===== config.mk =====
export PLATFORM = sky130hd
export DESIGN_NAME = mem_access_stage
export DESIGN_NICKNAME = d
export VERILOG_FILES = /design/src/rtl/mem_pkg.sv /design/src/rtl/load_align.sv /design/src/rtl/mem_access_stage.sv
export SDC_FILE = /design/constraint.sdc
export NUM_CORES = 1
export LEC_CHECK = 0
export ABC_AREA = 1
export CELL_PAD_IN_SITES_DETAIL_PLACEMENT = 1
export CELL_PAD_IN_SITES_GLOBAL_PLACEMENT = 1
export CORE_UTILIZATION = 30
export DETAILED_ROUTE_END_ITERATION = 16
export PLACE_DENSITY = 0.77
export SETUP_SLACK_MARGIN = 0.02
export SLEW_MARGIN = 5
export SYNTH_ARGS = -nofsm -noshare
export SYNTH_HDL_FRONTEND = slang
export SYNTH_HIERARCHICAL = 1
export SYNTH_SLANG_ARGS = --single-unit

===== constraint.sdc =====
create_clock -name clk -period 2 [get_ports clk]
set_input_delay 0.3 -clock clk [delete_from_list [all_inputs] [get_ports clk]]
set_output_delay 0.3 -clock clk [all_outputs]
set_load 0.05 [all_outputs]

===== src/rtl/mem_pkg.sv =====
// Shared definitions for the MEM stage: memory opcodes, FSM states, byte-lane
// constants and small opcode-decoding helpers used by the stage and its aligner.
package mem_pkg;

  localparam logic [7:0] OP_LB  = 8'b11100000;
  localparam logic [7:0] OP_LH  = 8'b11100001;
  localparam logic [7:0] OP_LW  = 8'b11100011;
  localparam logic [7:0] OP_LBU = 8'b11100100;
  localparam logic [7:0] OP_LHU = 8'b11100101;
  localparam logic [7:0] OP_SB  = 8'b11101000;
  localparam logic [7:0] OP_SH  = 8'b11101001;
  localparam logic [7:0] OP_SW  = 8'b11101011;

  localparam logic [3:0] BE_NONE    = 4'b0000;
  localparam logic [3:0] BE_BYTE0   = 4'b0001;
  localparam logic [3:0] BE_LO_HALF = 4'b0011;
  localparam logic [3:0] BE_HI_HALF = 4'b1100;
  localparam logic [3:0] BE_ALL     = 4'b1111;

  typedef enum logic {IDLE, WAIT} state_t;

  function automatic logic is_load_op(input logic [7:0] op);
    return op inside {OP_LB, OP_LH, OP_LW, OP_LBU, OP_LHU};
  endfunction

  function automatic logic is_store_op(input logic [7:0] op);
    return op inside {OP_SB, OP_SH, OP_SW};
  endfunction

  // Byte accesses are always aligned; halfwords need lane bit 0 clear, words both bits.
  function automatic logic addr_ok(input logic [7:0] op, input logic [1:0] lane);
    logic ok;
    ok = 1'b1;
    if (op inside {OP_LH, OP_LHU, OP_SH}) ok = ~lane[0];
    else if (op inside {OP_LW, OP_SW}) ok = (lane == 2'b00);
    return ok;
  endfunction

  function automatic logic [3:0] store_be(input logic [7:0] op, input logic [1:0] lane);
    logic [3:0] be;
    be = BE_ALL;
    if (op == OP_SB) be = BE_BYTE0 << lane;
    else if (op == OP_SH) be = lane[1] ? BE_HI_HALF : BE_LO_HALF;
    return be;
  endfunction

  function automatic logic [31:0] store_wdata(input logic [7:0] op, input logic [31:0] data);
    logic [31:0] wdata;
    wdata = data;
    if (op == OP_SB) wdata = {4{data[7:0]}};
    else if (op == OP_SH) wdata = {2{data[15:0]}};
    return wdata;
  endfunction

endpackage


===== src/rtl/load_align.sv =====
// Selects the addressed byte/halfword of a loaded word and sign- or zero-extends it.
module load_align
  import mem_pkg::*;
(
  input  logic [7:0]  op,
  input  logic [1:0]  lane,
  input  logic [31:0] rdata,
  output logic [31:0] value
);

  logic [31:0] shifted;

  always_comb begin
    shifted = rdata >> {lane, 3'b000};
    value   = '0;
    case (op)
      OP_LB:   value = {{24{shifted[7]}}, shifted[7:0]};
      OP_LBU:  value = {24'd0, shifted[7:0]};
      OP_LH:   value = {{16{shifted[15]}}, shifted[15:0]};
      OP_LHU:  value = {16'd0, shifted[15:0]};
      OP_LW:   value = rdata;
      default: value = '0;
    endcase
  end

endmodule


===== src/rtl/mem_access_stage.sv =====
// MIPS MEM stage: issues loads/stores over a req/ack port, stalls upstream while
// an access is outstanding and registers the writeback bundle for MEM/WB.
module mem_access_stage
  import mem_pkg::*;
(
  input  logic        clk,
  input  logic        reset,
  input  logic [7:0]  aluop_i,
  input  logic [31:0] mem_address_i,
  input  logic [31:0] reg_operValue_i,
  input  logic [4:0]  write_regAddress_i,
  input  logic        is_write_i,
  input  logic [31:0] write_regValue_i,
  output logic        dmem_req_o,
  output logic        dmem_we_o,
  output logic [31:0] dmem_addr_o,
  output logic [3:0]  dmem_be_o,
  output logic [31:0] dmem_wdata_o,
  input  logic        dmem_ack_i,
  input  logic [31:0] dmem_rdata_i,
  output logic        stall_req_o,
  output logic        addr_err_o,
  output logic [4:0]  write_regAddress_o,
  output logic        is_write_o,
  output logic [31:0] write_regValue_o
);

  state_t      state;
  logic [7:0]  op_q;
  logic [1:0]  lane_q;
  logic [4:0]  rd_q;
  logic        we_q;
  logic [31:0] load_value;
  logic        is_mem;
  logic        aligned;
  logic        start;

  assign is_mem  = is_load_op(aluop_i) | is_store_op(aluop_i);
  assign aligned = addr_ok(aluop_i, mem_address_i[1:0]);
  assign start   = (state == IDLE) && is_mem && aligned;

  // Released in the ack cycle so upstream advances on the same edge the access retires.
  assign stall_req_o = start || ((state == WAIT) && !dmem_ack_i);

  load_align u_load_align (
    .op    (op_q),
    .lane  (lane_q),
    .rdata (dmem_rdata_i),
    .value (load_value)
  );

  always_ff @(posedge clk) begin
    if (reset) begin
      state              <= IDLE;
      op_q               <= '0;
      lane_q             <= '0;
      rd_q               <= '0;
      we_q               <= 1'b0;
      dmem_req_o         <= 1'b0;
      dmem_we_o          <= 1'b0;
      dmem_addr_o        <= '0;
      dmem_be_o          <= BE_NONE;
      dmem_wdata_o       <= '0;
      addr_err_o         <= 1'b0;
      write_regAddress_o <= '0;
      is_write_o         <= 1'b0;
      write_regValue_o   <= '0;
    end else begin
      addr_err_o <= 1'b0;
      case (state)
        IDLE: begin
          write_regAddress_o <= write_regAddress_i;
          if (start) begin
            op_q             <= aluop_i;
            lane_q           <= mem_address_i[1:0];
            rd_q             <= write_regAddress_i;
            we_q             <= is_write_i;
            dmem_req_o       <= 1'b1;
            dmem_we_o        <= is_store_op(aluop_i);
            dmem_addr_o      <= {mem_address_i[31:2], 2'b00};
            dmem_be_o        <= is_store_op(aluop_i) ? store_be(aluop_i, mem_address_i[1:0]) : BE_ALL;
            dmem_wdata_o     <= is_store_op(aluop_i) ? store_wdata(aluop_i, reg_operValue_i) : '0;
            is_write_o       <= 1'b0;
            write_regValue_o <= '0;
            state            <= WAIT;
          end else if (is_mem) begin
            is_write_o       <= 1'b0;
            write_regValue_o <= '0;
            addr_err_o       <= 1'b1;
          end else begin
            is_write_o       <= is_write_i;
            write_regValue_o <= write_regValue_i;
          end
        end
        WAIT: begin
          if (dmem_ack_i) begin
            dmem_req_o         <= 1'b0;
            dmem_we_o          <= 1'b0;
            dmem_addr_o        <= '0;
            dmem_be_o          <= BE_NONE;
            dmem_wdata_o       <= '0;
            write_regAddress_o <= rd_q;
            is_write_o         <= is_load_op(op_q) & we_q;
            write_regValue_o   <= is_load_op(op_q) ? load_value : '0;
            state              <= IDLE;
          end else begin
            is_write_o <= 1'b0;
          end
        end
        default: state <= IDLE;
      endcase
    end
  end

endmodule


ff_map.png
Other sequential cells in the stronger grey, the rest of the logic in the fainter grey.
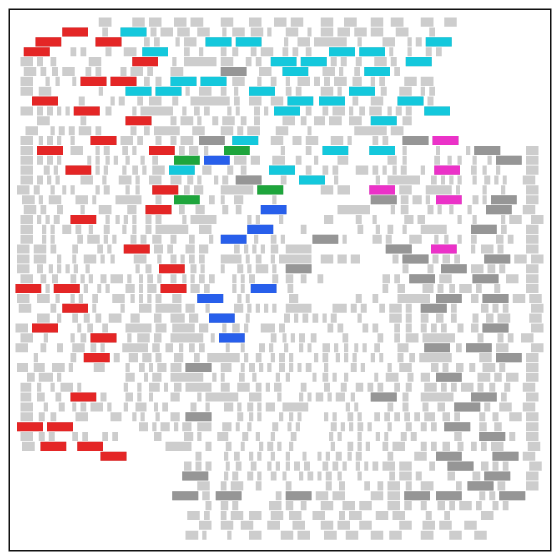
| colour | signal | flops |
|---|---|---|
| cyan | `dmem_addr_o` | 30 |
| blue | `op_q` | 8 |
| green | `dmem_be_o` | 4 |
| red | `dmem_wdata_o` | 32 |
| magenta | `rd_q` | 5 |
Seq power: 2.58 mW
fraction of area in registers: 24.7%
final core occ: 47.6%
Reg area: 0.00248 mm²

m2.png
Cells faint in the background.
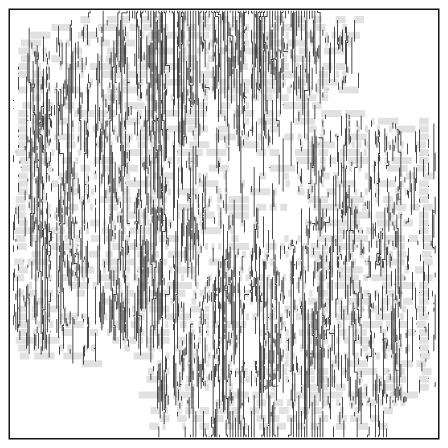
wire length on this layer: 13100 µm
share of all routed wire: 49%
main direction: vertical
nets with wire on the layer: 1156
longest straight run: 65.3 µm
total wire length: 26500 µm
met2 usage: 41.4%
Via Count: 7557

==> impl_metrics.tcl <==
# metrics dict for downstream scripts
set metrics [dict create \
    path_class "in2out" \
    synth-main-ff-cell "dfxtp_1" \
    powerDensity_mw_per_mm2 671 \
    synthAdderAreaFrac_pct 0 \
    grt_pass1_vias 7645 \
    cts_hold_buf 0 \
    track_usage_pct 23.9 \
    combGateArea_mm2 0.00339 \
    power-top-group "the clock network" \
    yosys.cell_count.top_type "nand2_1" \
    die_w_um 149 \
    cp.arrival_ns 1.63 \
    clockPowerShare_pct 45.8 \
    critPathBufInv 3 \
    slew_violations 0 \
    yosysUniqueCellTypes 29 \
    synthTopCellsByCount "nand2_1 (241), nand3_1 (215), dfxtp_1 (124)" \
    worstSetupStartpoint "aluop_i[3]" \
    cp-endpoint "stall_req_o" \
    max_slew_margin_pct 59.9 \
    start_kind "input pin" \
    path_depth 10 \
    coreArea_mm2 0.0211 \
    final_cell_mix "clkdlybuf4s50_1 (238), nand2_1 (233), nand3_1 (213), dfxtp_1 (124), o21ai_0 (75)" \
    top_cells_by_area "dfxtp_1 (38%), nand3_1 (17%), nand2_1 (14%), o21ai_0 (5.8%), a21oi_1 (5.6%)" \
    rsz0062_at_grt "no" \
    diodes 1 \
    crit_path_frequent_cell "nand2_2" \
    fp-utilization_pct 30.7 \
    top_area_cell "dfxtp_1" \
    vdd_ir_drop_max_mv 0.439 \
    comb_area_share_pct 33.7 \
    p_int_mw 4.77 \
    inv_count 62 \
    grt_pass1_wl_um 41000 \
    status "finished, final reports clean" \
    layout.nets 1359 \
    clk_pin_slew_ns 0.06 \
    ff_count 124 \
    p_sw_mw 1.97 \
    syn_avg_cell_area_um2 6.64 \
    drc 0 \
    dpl.hpwl_um 19100 \
    path_cells "clkdlybuf4s50_1 -> nand2_1 -> inv_1 -> nor2_1 -> nand3_2 -> nand2_2 -> nand2_2 -> nand3_4 -> nand2_2 -> buf_12" \
    drt-met1-wl_um 11300 \
    clockNetworkAreaShare_pct 5.73 \
    antenna_left 0 \
    ys_cells 974 \
    final_common_cell "clkdlybuf4s50_1" \
    finalPower_mw 6.74 \
    hp-start "reset" \
    synth_warnings 6 \
    fmax_ghz 0.519 \
    finalNonFillerCells 1503 \
    seq_power_share_pct 38.3 \
    tapCellCount 275 \
    synth-simple-area-share_pct 36.6 \
    tightest_slew_ns 0.599 \
    crit_path_top_delay_cell "clkdlybuf4s50_1" \
    viasPerCell 5.03 \
    crit_fanout 3 \
    worstPathRequired_ns 1.70 \
    clk_latency_ns 0.43 \
    ys_sh_xor_pct 0 \
    place_congestion 0.857 \
    reg2reg_from "lane_q[0]" \
    multiInputCombCellCount 707 \
    ys_ff 124 \
    numPortBuffers 252 \
    buf_share_pct 30.0 \
    logic_family "simple AND/OR/NAND/NOR gates" \
    clockBufferDepth 2 \
    cpPeakStageDelay_ns 0.45 \
    comb_power_mw 1.07 \
    rr_endpoint "write_regValue_o[11]" \
    fin_crit_ns 1.93 \
    wl_met2_um 13100 \
    io-pin-count 255 \
    highest_layer "met5" \
    fill_cells 2652 \
    hold_path_class "in2reg" \
    crit_family "simple AND/OR/NAND/NOR gates" \
]
congestion_map.png
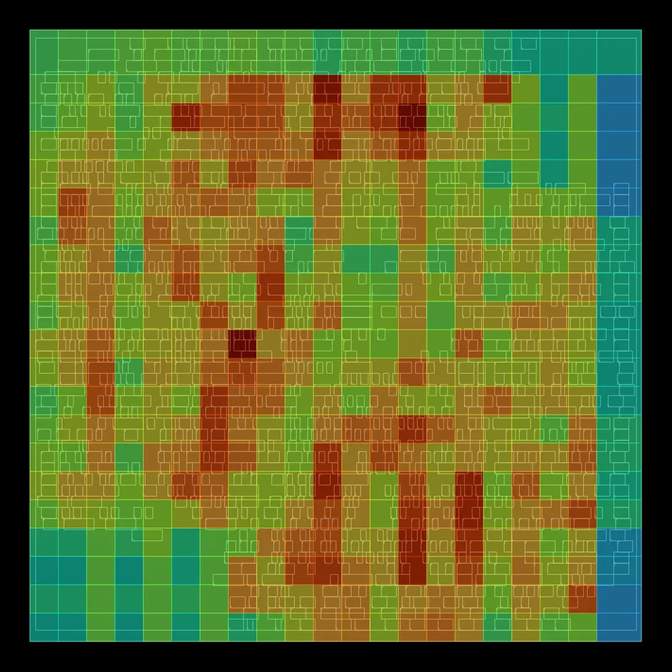
met3 global-route usage: 5.08%
grt peak-use layer: met2

==> sequential cells by signal (all words and copies together), names as in the netlist <==
register	flops
state	1
rd_q	5
we_q	1
dmem_we_o	1
lane_q	2
op_q	8
dmem_wdata_o	32
dmem_req_o	1
dmem_be_o	4
addr_err_o	1
write_regAddress_o	5
write_regValue_o	32
is_write_o	1
dmem_addr_o	30
==> stage by stage <==
step                hold WS, ns  instance area (µm²)  utilization [%]  setup TNS [ns]  worst slack (ns)
detailed placement        0.464                 9400             44.6          -14.05            -0.230
global placement          0.450                 9400             44.6           -4.40            -0.130
finish                    0.372                10000             47.6               0            0.0718
global route              0.392                10000             47.6               0            0.0179
floorplan                 0.439                 6470                -               0             0.146
CTS                       0.382                10000             47.6               0            0.0583
Power is estimated from default activity; no workload was simulated.
